Figure 1. Power grid.
The bar under the picture is 20 um long. Pins as bars on the die edge. Tap cells in grey.
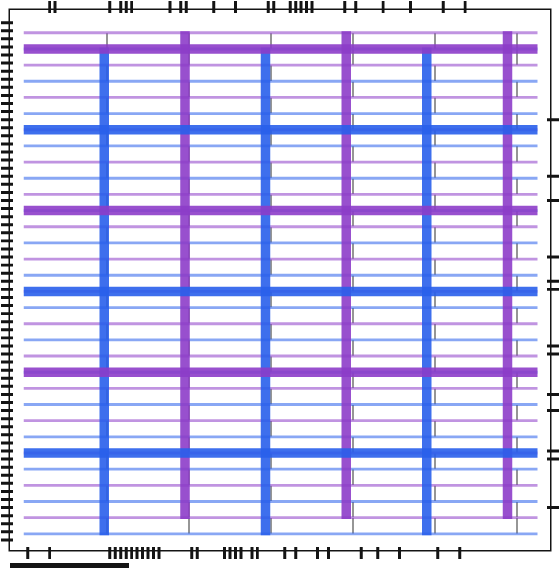
Figure 2. Placed cells, one colour a class.
The bar under the picture is 20 um long.
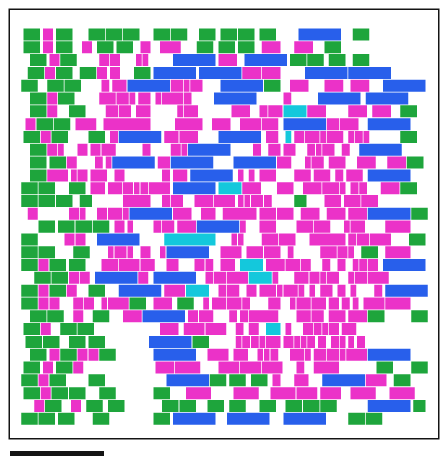
Figure 3. Clock distribution.
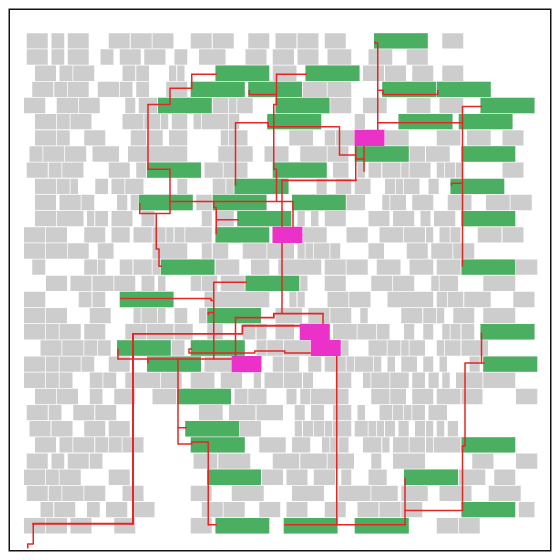
Figure 4. Wiring by layer.
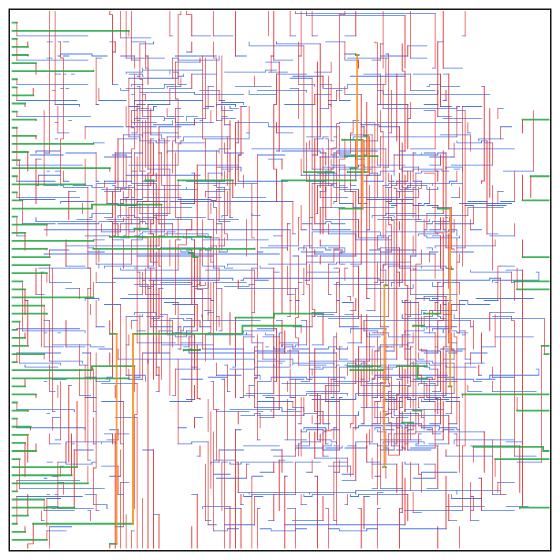
Figure 5. Congestion heat map.
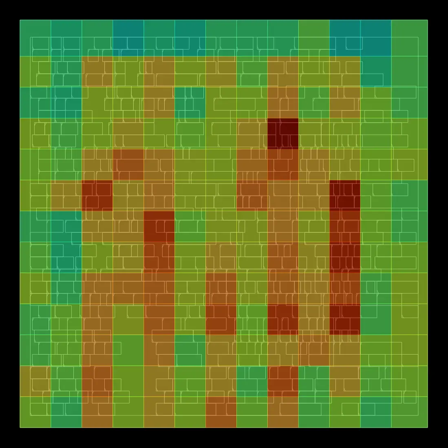
==> config.mk <==
export PLATFORM = sky130hd
export DESIGN_NAME = mac_layer_ctrl_flat
export DESIGN_NICKNAME = d
export VERILOG_FILES = /design/src/rtl/mac_layer_ctrl_pkg.sv /design/src/rtl/mac_layer_ctrl_if.sv /design/src/rtl/mac_layer_ctrl_q8_sat_add.sv /design/src/rtl/mac_layer_ctrl.sv /design/src/flat_wrapper.sv
export SDC_FILE = /design/constraint.sdc
export NUM_CORES = 1
export LEC_CHECK = 0
export CAP_MARGIN = 20
export CORE_MARGIN = 2
export CORE_UTILIZATION = 50
export DETAILED_ROUTE_END_ITERATION = 8
export PLACE_DENSITY_LB_ADDON = 0.15
export SLEW_MARGIN = 20
export SYNTH_ARGS = -nofsm -noshare
export SYNTH_HDL_FRONTEND = slang
export SYNTH_HIERARCHICAL = 1
export SYNTH_SLANG_ARGS = --single-unit
==> constraint.sdc <==
create_clock -name clk -period 5.6 [get_ports clk]
set_input_delay 1.68 -clock clk [delete_from_list [all_inputs] [get_ports clk]]
set_output_delay 1.68 -clock clk [all_outputs]
set_load 0.01 [all_outputs]
==> src/rtl/mac_layer_ctrl_pkg.sv <==
// Shared Q8.8 fixed-point constants and FSM state encoding for the NN layer controllers.
package nn_pkg;

    localparam int Q_DW   = 16;
    localparam int Q_FRAC = 8;

    localparam logic [Q_DW-1:0] Q_MAX = 16'h7FFF;
    localparam logic [Q_DW-1:0] Q_MIN = 16'h8000;

    typedef enum logic [2:0] {
        S_IDLE,
        S_ISSUE,
        S_STREAM,
        S_WAIT,
        S_BIAS,
        S_WRITE,
        S_DONE
    } state_t;

    // Address widths never collapse to zero bits, even for single-entry memories.
    function automatic int addr_width(input int depth);
        return (depth > 1) ? $clog2(depth) : 1;
    endfunction

endpackage

==> src/rtl/mac_layer_ctrl_if.sv <==
// Bundle of scheduler handshake, operand memories, MAC datapath and output buffer signals.
interface mac_layer_ctrl_if #(
    parameter int N_IN  = 4,
    parameter int N_OUT = 4,
    parameter int DW    = 16
);
    import nn_pkg::*;

    localparam int XAW = addr_width(N_IN);
    localparam int WAW = addr_width(N_IN * N_OUT);
    localparam int BAW = addr_width(N_OUT);

    logic           start;
    logic           busy;
    logic           done;
    logic           err;
    logic [XAW-1:0] x_addr;
    logic [DW-1:0]  x_data;
    logic [WAW-1:0] w_addr;
    logic [DW-1:0]  w_data;
    logic [BAW-1:0] b_addr;
    logic [DW-1:0]  b_data;
    logic           mac_start;
    logic [DW-1:0]  mac_x;
    logic [DW-1:0]  mac_w;
    logic [DW-1:0]  mac_acc;
    logic           mac_done;
    logic           y_we;
    logic [BAW-1:0] y_addr;
    logic [DW-1:0]  y_data;

    modport master (
        input  start, x_data, w_data, b_data, mac_acc, mac_done,
        output busy, done, err, x_addr, w_addr, b_addr,
               mac_start, mac_x, mac_w, y_we, y_addr, y_data
    );

    modport slave (
        output start, x_data, w_data, b_data, mac_acc, mac_done,
        input  busy, done, err, x_addr, w_addr, b_addr,
               mac_start, mac_x, mac_w, y_we, y_addr, y_data
    );

endinterface

==> src/rtl/mac_layer_ctrl_q8_sat_add.sv <==
// Combinational saturating signed adder; with MAC_LAYER_RELU_EN defined, negative results clamp to zero.
module q8_sat_add #(
    parameter int W = 16
) (
    input  logic [W-1:0] a,
    input  logic [W-1:0] b,
    output logic [W-1:0] y
);

    logic [W:0]   sum;
    logic [W-1:0] sat;

    // One guard bit: overflow shows up as the top two sum bits disagreeing.
    always_comb begin
        sum = {a[W-1], a} + {b[W-1], b};
        if (sum[W] != sum[W-1]) begin
            sat = sum[W] ? {1'b1, {(W-1){1'b0}}} : {1'b0, {(W-1){1'b1}}};
        end else begin
            sat = sum[W-1:0];
        end
`ifdef MAC_LAYER_RELU_EN
        y = sat[W-1] ? '0 : sat;
`else
        y = sat;
`endif
    end

endmodule

==> src/rtl/mac_layer_ctrl.sv <==
// Sequences one shared MAC through a fully-connected layer: fetch, stream, wait, bias, write.
// Optional ReLU in the bias stage is selected with MAC_LAYER_RELU_EN.
module mac_layer_ctrl #(
    parameter int N_IN        = 4,
    parameter int N_OUT       = 4,
    parameter int DW          = 16,
    parameter int MAC_TIMEOUT = 16
) (
    input logic              clk,
    input logic              rst_n,
    mac_layer_ctrl_if.master bus
);
    import nn_pkg::*;

    localparam int XAW = addr_width(N_IN);
    localparam int WAW = addr_width(N_IN * N_OUT);
    localparam int BAW = addr_width(N_OUT);
    localparam int TW  = addr_width(MAC_TIMEOUT + 1);

    localparam logic [XAW-1:0] LAST_I = XAW'(N_IN - 1);
    localparam logic [BAW-1:0] LAST_J = BAW'(N_OUT - 1);
    localparam logic [TW-1:0]  T_MAX  = TW'(MAC_TIMEOUT);

    state_t         state, state_n;
    logic [XAW-1:0] i_q, i_n;
    logic [BAW-1:0] j_q, j_n;
    logic [TW-1:0]  t_q, t_n;
    logic           err_q, err_n;
    logic [DW-1:0]  acc_q, acc_n;
    logic [DW-1:0]  res_q, res_n;
    logic [DW-1:0]  sat_y;

    q8_sat_add #(.W(DW)) u_sat (
        .a(acc_q),
        .b(bus.b_data),
        .y(sat_y)
    );

    always_ff @(posedge clk or negedge rst_n) begin
        if (!rst_n) begin
            state <= S_IDLE;
            i_q   <= '0;
            j_q   <= '0;
            t_q   <= '0;
            err_q <= 1'b0;
            acc_q <= '0;
            res_q <= '0;
        end else begin
            state <= state_n;
            i_q   <= i_n;
            j_q   <= j_n;
            t_q   <= t_n;
            err_q <= err_n;
            acc_q <= acc_n;
            res_q <= res_n;
        end
    end

    // Memory addresses lead their data by one cycle, so STREAM always issues pair i+1.
    always_comb begin
        state_n       = state;
        i_n           = i_q;
        j_n           = j_q;
        t_n           = t_q;
        err_n         = err_q;
        acc_n         = acc_q;
        res_n         = res_q;
        bus.x_addr    = '0;
        bus.w_addr    = '0;
        bus.mac_start = 1'b0;
        bus.mac_x     = '0;
        bus.mac_w     = '0;
        bus.y_we      = 1'b0;
        bus.y_addr    = '0;
        bus.done      = 1'b0;

        case (state)
            S_IDLE: begin
                if (bus.start) begin
                    j_n     = '0;
                    err_n   = 1'b0;
                    state_n = S_ISSUE;
                end
            end
            S_ISSUE: begin
                bus.w_addr = WAW'(int'(j_q) * N_IN);
                i_n        = '0;
                state_n    = S_STREAM;
            end
            S_STREAM: begin
                bus.mac_x     = bus.x_data;
                bus.mac_w     = bus.w_data;
                bus.mac_start = (i_q == '0);
                if (i_q == LAST_I) begin
                    t_n     = TW'(1);
                    state_n = S_WAIT;
                end else begin
                    bus.x_addr = XAW'(int'(i_q) + 1);
                    bus.w_addr = WAW'(int'(j_q) * N_IN + int'(i_q) + 1);
                    i_n        = i_q + 1'b1;
                end
            end
            S_WAIT: begin
                if (bus.mac_done) begin
                    acc_n   = bus.mac_acc;
                    state_n = S_BIAS;
                end else if (t_q == T_MAX) begin
                    err_n   = 1'b1;
                    state_n = S_DONE;
                end else begin
                    t_n = t_q + 1'b1;
                end
            end
            S_BIAS: begin
                res_n   = sat_y;
                state_n = S_WRITE;
            end
            S_WRITE: begin
                bus.y_we   = 1'b1;
                bus.y_addr = j_q;
                if (j_q == LAST_J) begin
                    state_n = S_DONE;
                end else begin
                    j_n     = j_q + 1'b1;
                    state_n = S_ISSUE;
                end
            end
            S_DONE: begin
                bus.done = 1'b1;
                state_n  = S_IDLE;
            end
            default: state_n = S_IDLE;
        endcase
    end

    // Bias address is simply the current neuron; its data is stable long before BIAS.
    assign bus.b_addr = j_q;
    assign bus.busy   = (state != S_IDLE);
    assign bus.err    = err_q;
    assign bus.y_data = res_q;

endmodule

==> src/flat_wrapper.sv <==
// flat-port wrapper written by rule: the top's interface ports become plain ports
module mac_layer_ctrl_flat import nn_pkg::*;
#(
    parameter int N_IN        = 4,
    parameter int N_OUT       = 4,
    parameter int DW          = 16,
    parameter int MAC_TIMEOUT = 16
)
  (clk, rst_n, bus_start, bus_x_data, bus_w_data, bus_b_data, bus_mac_acc, bus_mac_done, bus_busy, bus_done, bus_err, bus_x_addr, bus_w_addr, bus_b_addr, bus_mac_start, bus_mac_x, bus_mac_w, bus_y_we, bus_y_addr, bus_y_data);
  mac_layer_ctrl_if #(.N_IN(N_IN), .N_OUT(N_OUT), .DW(DW)) bus_i ();
  input logic clk;
  input logic rst_n;
  input wire logic [$bits(bus_i.start)-1:0] bus_start;
  input wire logic [$bits(bus_i.x_data)-1:0] bus_x_data;
  input wire logic [$bits(bus_i.w_data)-1:0] bus_w_data;
  input wire logic [$bits(bus_i.b_data)-1:0] bus_b_data;
  input wire logic [$bits(bus_i.mac_acc)-1:0] bus_mac_acc;
  input wire logic [$bits(bus_i.mac_done)-1:0] bus_mac_done;
  output wire logic [$bits(bus_i.busy)-1:0] bus_busy;
  output wire logic [$bits(bus_i.done)-1:0] bus_done;
  output wire logic [$bits(bus_i.err)-1:0] bus_err;
  output wire logic [$bits(bus_i.x_addr)-1:0] bus_x_addr;
  output wire logic [$bits(bus_i.w_addr)-1:0] bus_w_addr;
  output wire logic [$bits(bus_i.b_addr)-1:0] bus_b_addr;
  output wire logic [$bits(bus_i.mac_start)-1:0] bus_mac_start;
  output wire logic [$bits(bus_i.mac_x)-1:0] bus_mac_x;
  output wire logic [$bits(bus_i.mac_w)-1:0] bus_mac_w;
  output wire logic [$bits(bus_i.y_we)-1:0] bus_y_we;
  output wire logic [$bits(bus_i.y_addr)-1:0] bus_y_addr;
  output wire logic [$bits(bus_i.y_data)-1:0] bus_y_data;
  assign bus_i.start = bus_start;
  assign bus_i.x_data = bus_x_data;
  assign bus_i.w_data = bus_w_data;
  assign bus_i.b_data = bus_b_data;
  assign bus_i.mac_acc = bus_mac_acc;
  assign bus_i.mac_done = bus_mac_done;
  assign bus_busy = bus_i.busy;
  assign bus_done = bus_i.done;
  assign bus_err = bus_i.err;
  assign bus_x_addr = bus_i.x_addr;
  assign bus_w_addr = bus_i.w_addr;
  assign bus_b_addr = bus_i.b_addr;
  assign bus_mac_start = bus_i.mac_start;
  assign bus_mac_x = bus_i.mac_x;
  assign bus_mac_w = bus_i.mac_w;
  assign bus_y_we = bus_i.y_we;
  assign bus_y_addr = bus_i.y_addr;
  assign bus_y_data = bus_i.y_data;
  mac_layer_ctrl #(.N_IN(N_IN), .N_OUT(N_OUT), .DW(DW), .MAC_TIMEOUT(MAC_TIMEOUT)) u_core (.clk(clk), .rst_n(rst_n), .bus(bus_i));
endmodule
==> flow_summary.json <==
{
  "finalCritPeriodShare_pct": 80.5,
  "tightest_slew_ns": 0.945,
  "drv_cap": 0,
  "grt_max_degree": 46,
  "cts_tree": "built",
  "gp_congestion": 0.883,
  "cts.clk_slew.worst_paths_ns": 0.09,
  "synth.most_common_cell": "dfrtp_1",
  "worst_ep_arrival_time_ns": 4.70,
  "cts_buffers": 5,
  "layout_top_cells": "129 x clkdlybuf4s50_1, 45 x dfrtp_1, 37 x and2_1",
  "final_layout_size_suffix_gt1_share_pct": 13.6,
  "drtIter0Drc": 146,
  "finalHoldViolCount": 0,
  "path_class": "input port to flop",
  "layout_min_cycle_time_ns": 4.51,
  "post-place-ws_ns": 0.889,
  "async_reset_ff_share_pct": 100,
  "cts_resized": 0,
  "syn_avg_cell_area_um2": 9.70,
  "clockBufferDepth": 2,
  "leakage_uw": 0.00215,
  "fp_util_pct": 51.8,
  "antenna_found_initial": 0,
  "hold_buffers": 0,
  "p_per_area_nw_per_um2": 564,
  "hp-class": "flop to flop",
  "vdd_drop_max_mv": 0.239,
  "root_buffer": "clkbuf_8",
  "status": "complete, no violations",
  "holdPathStages": 1,
  "nets": 595,
  "syn_area_um2": 3770,
  "reg2reg_slack_ns": 2.48,
  "max_slew_margin_pct": 36.7,
  "area_growth_pct": 37.4,
  "cp-end-kind": "flop",
  "slowest_stage": "a31oi_1",
  "area_leaders": "dfrtp_1 30%, mux2_2 7.2%, ha_1 7.0%, and2_1 6.1%, mux2_4 4.0%",
  "critPathLaunch": "bus_b_data[10]",
  "syn_inst": 389,
  "seq_area_frac_synth_pct": 29.8,
  "r2r.worst_path.cells": 9
}
-- Figure 1 (at the start) --
legend:
  blue:
    net: VSS
  purple:
    net: VDD
rows: 31
met5 straps: 6
signal pins: 131
tap cells: 99
met1 rails: 32
Die W: 90.9 um
core area: 7290 um2

-- Figure 2 (at the start) --
legend:
  green:
    class: other buffers and delay cells
    cells: 132
    share_of_their_area: 26%
  magenta:
    class: combinational and other logic
    cells: 321
    share_of_their_area: 50%
  blue:
    class: flops
    cells: 45
    share_of_their_area: 22%
  cyan:
    class: clock drivers and dummy loads
    cells: 8
    share_of_their_area: 2.2%
flop share of the area: 21.7%
Site Rows: 31
fin area: 5180 um2

-- Figure 3 (at the start) --
legend:
  red:
    item: clock wires
    length: 629 um
  magenta:
    item: clock drivers
    count: 5
  green:
    item: flip-flops
    count: 45
routed clock nets: 6
clk_skew: 0.00696 ns
Latency at later pin: 0.30 ns
clock-net power: 251 uW
clock share of power: 8.6%

-- Figure 4 (at the start) --
legend:
  red:
    layer: metal 2
    wire_length: 4880 um
  green:
    layer: metal 3
    wire_length: 613 um
  blue:
    layer: metal 1
    wire_length: 3880 um
  orange:
    layer: metal 4
    wire_length: 165 um
drt total wl: 9540 um
Total GRT Usage: 23.8%
via count: 3397

-- Figure 5 (at the start) --
met1 Use GR: 28.2%
DR WL/cell: 15.8 um
GRT busiest layer: met2

## per-stage QoR
stage | std cells | total power (uW) | util (%)
CTS | 605 | 2930 | 71.1
detailed placement | 597 | 2670 | 69.5
global placement | 597 | 2620 | 69.5
floorplan | 389 | 2030 | -
finish | 605 | 2930 | 71.1
global route | 605 | 3170 | 71.1
## area by class of cell
| class | instances | area (um2) |
|---|---|---|
| flip-flops and latches | 45 | 1130 |
| fillers | 567 | 2110 |
| well taps | 99 | 124 |
| inverters | 19 | 71.3 |
| clock inverters | 2 | 38.8 |
| repair buffers | 132 | 1310 |
| clock buffers | 6 | 72.6 |
| multi-input cells | 302 | 2440 |
## power by group
part           total (uW)  internal, uW  switching (uW)
combinational        2060          1050            1000
clock                 251           134             117
sequential            617           469             148
total                2930          1660            1270
## worst max-delay path: cells and delay by family
| kind | cells | cell delay, ns |
|---|---|---|
| AOI/OAI and AO/OA | 5 | 1.55 |
| adders and majority gates | 1 | 0.38 |
| buffers and inverters | 2 | 0.72 |
| muxes | 1 | 0.25 |
| and+or+nand+nor | 1 | 0.11 |
## sequential cells by signal (all words and copies together) (netlist names)
signal	flops
u_core/acc_q	16
u_core/state	3
u_core/i_q	2
u_core/bus.err	1
u_core/bus.b_addr	2
u_core/bus.y_data	16
u_core/t_q	5
## logic make-up (layout without fill, tap and decap cells)
group           after synthesis  in the layout  synth area share (%)
simple gates                122            122                  19.1
compound gates               88             88                  17.5
buf+inv                      42            159                  5.57
xor+xnor                     10             10                  2.32
flops                        45             45                  29.8
fa+ha+maj                    40             40                  12.4
mux                          42             42                  13.3
## per-layer routing
layer  GRT usage (%)  share of wire, %  routed length [um]
met1            28.2                41                3880
met2            43.3                51                4880
met3            5.18               6.4                 613
met4            6.57               1.7                 164
met5               0                 0                   0
No activity file was given, so power comes from the tool's default toggle rates.
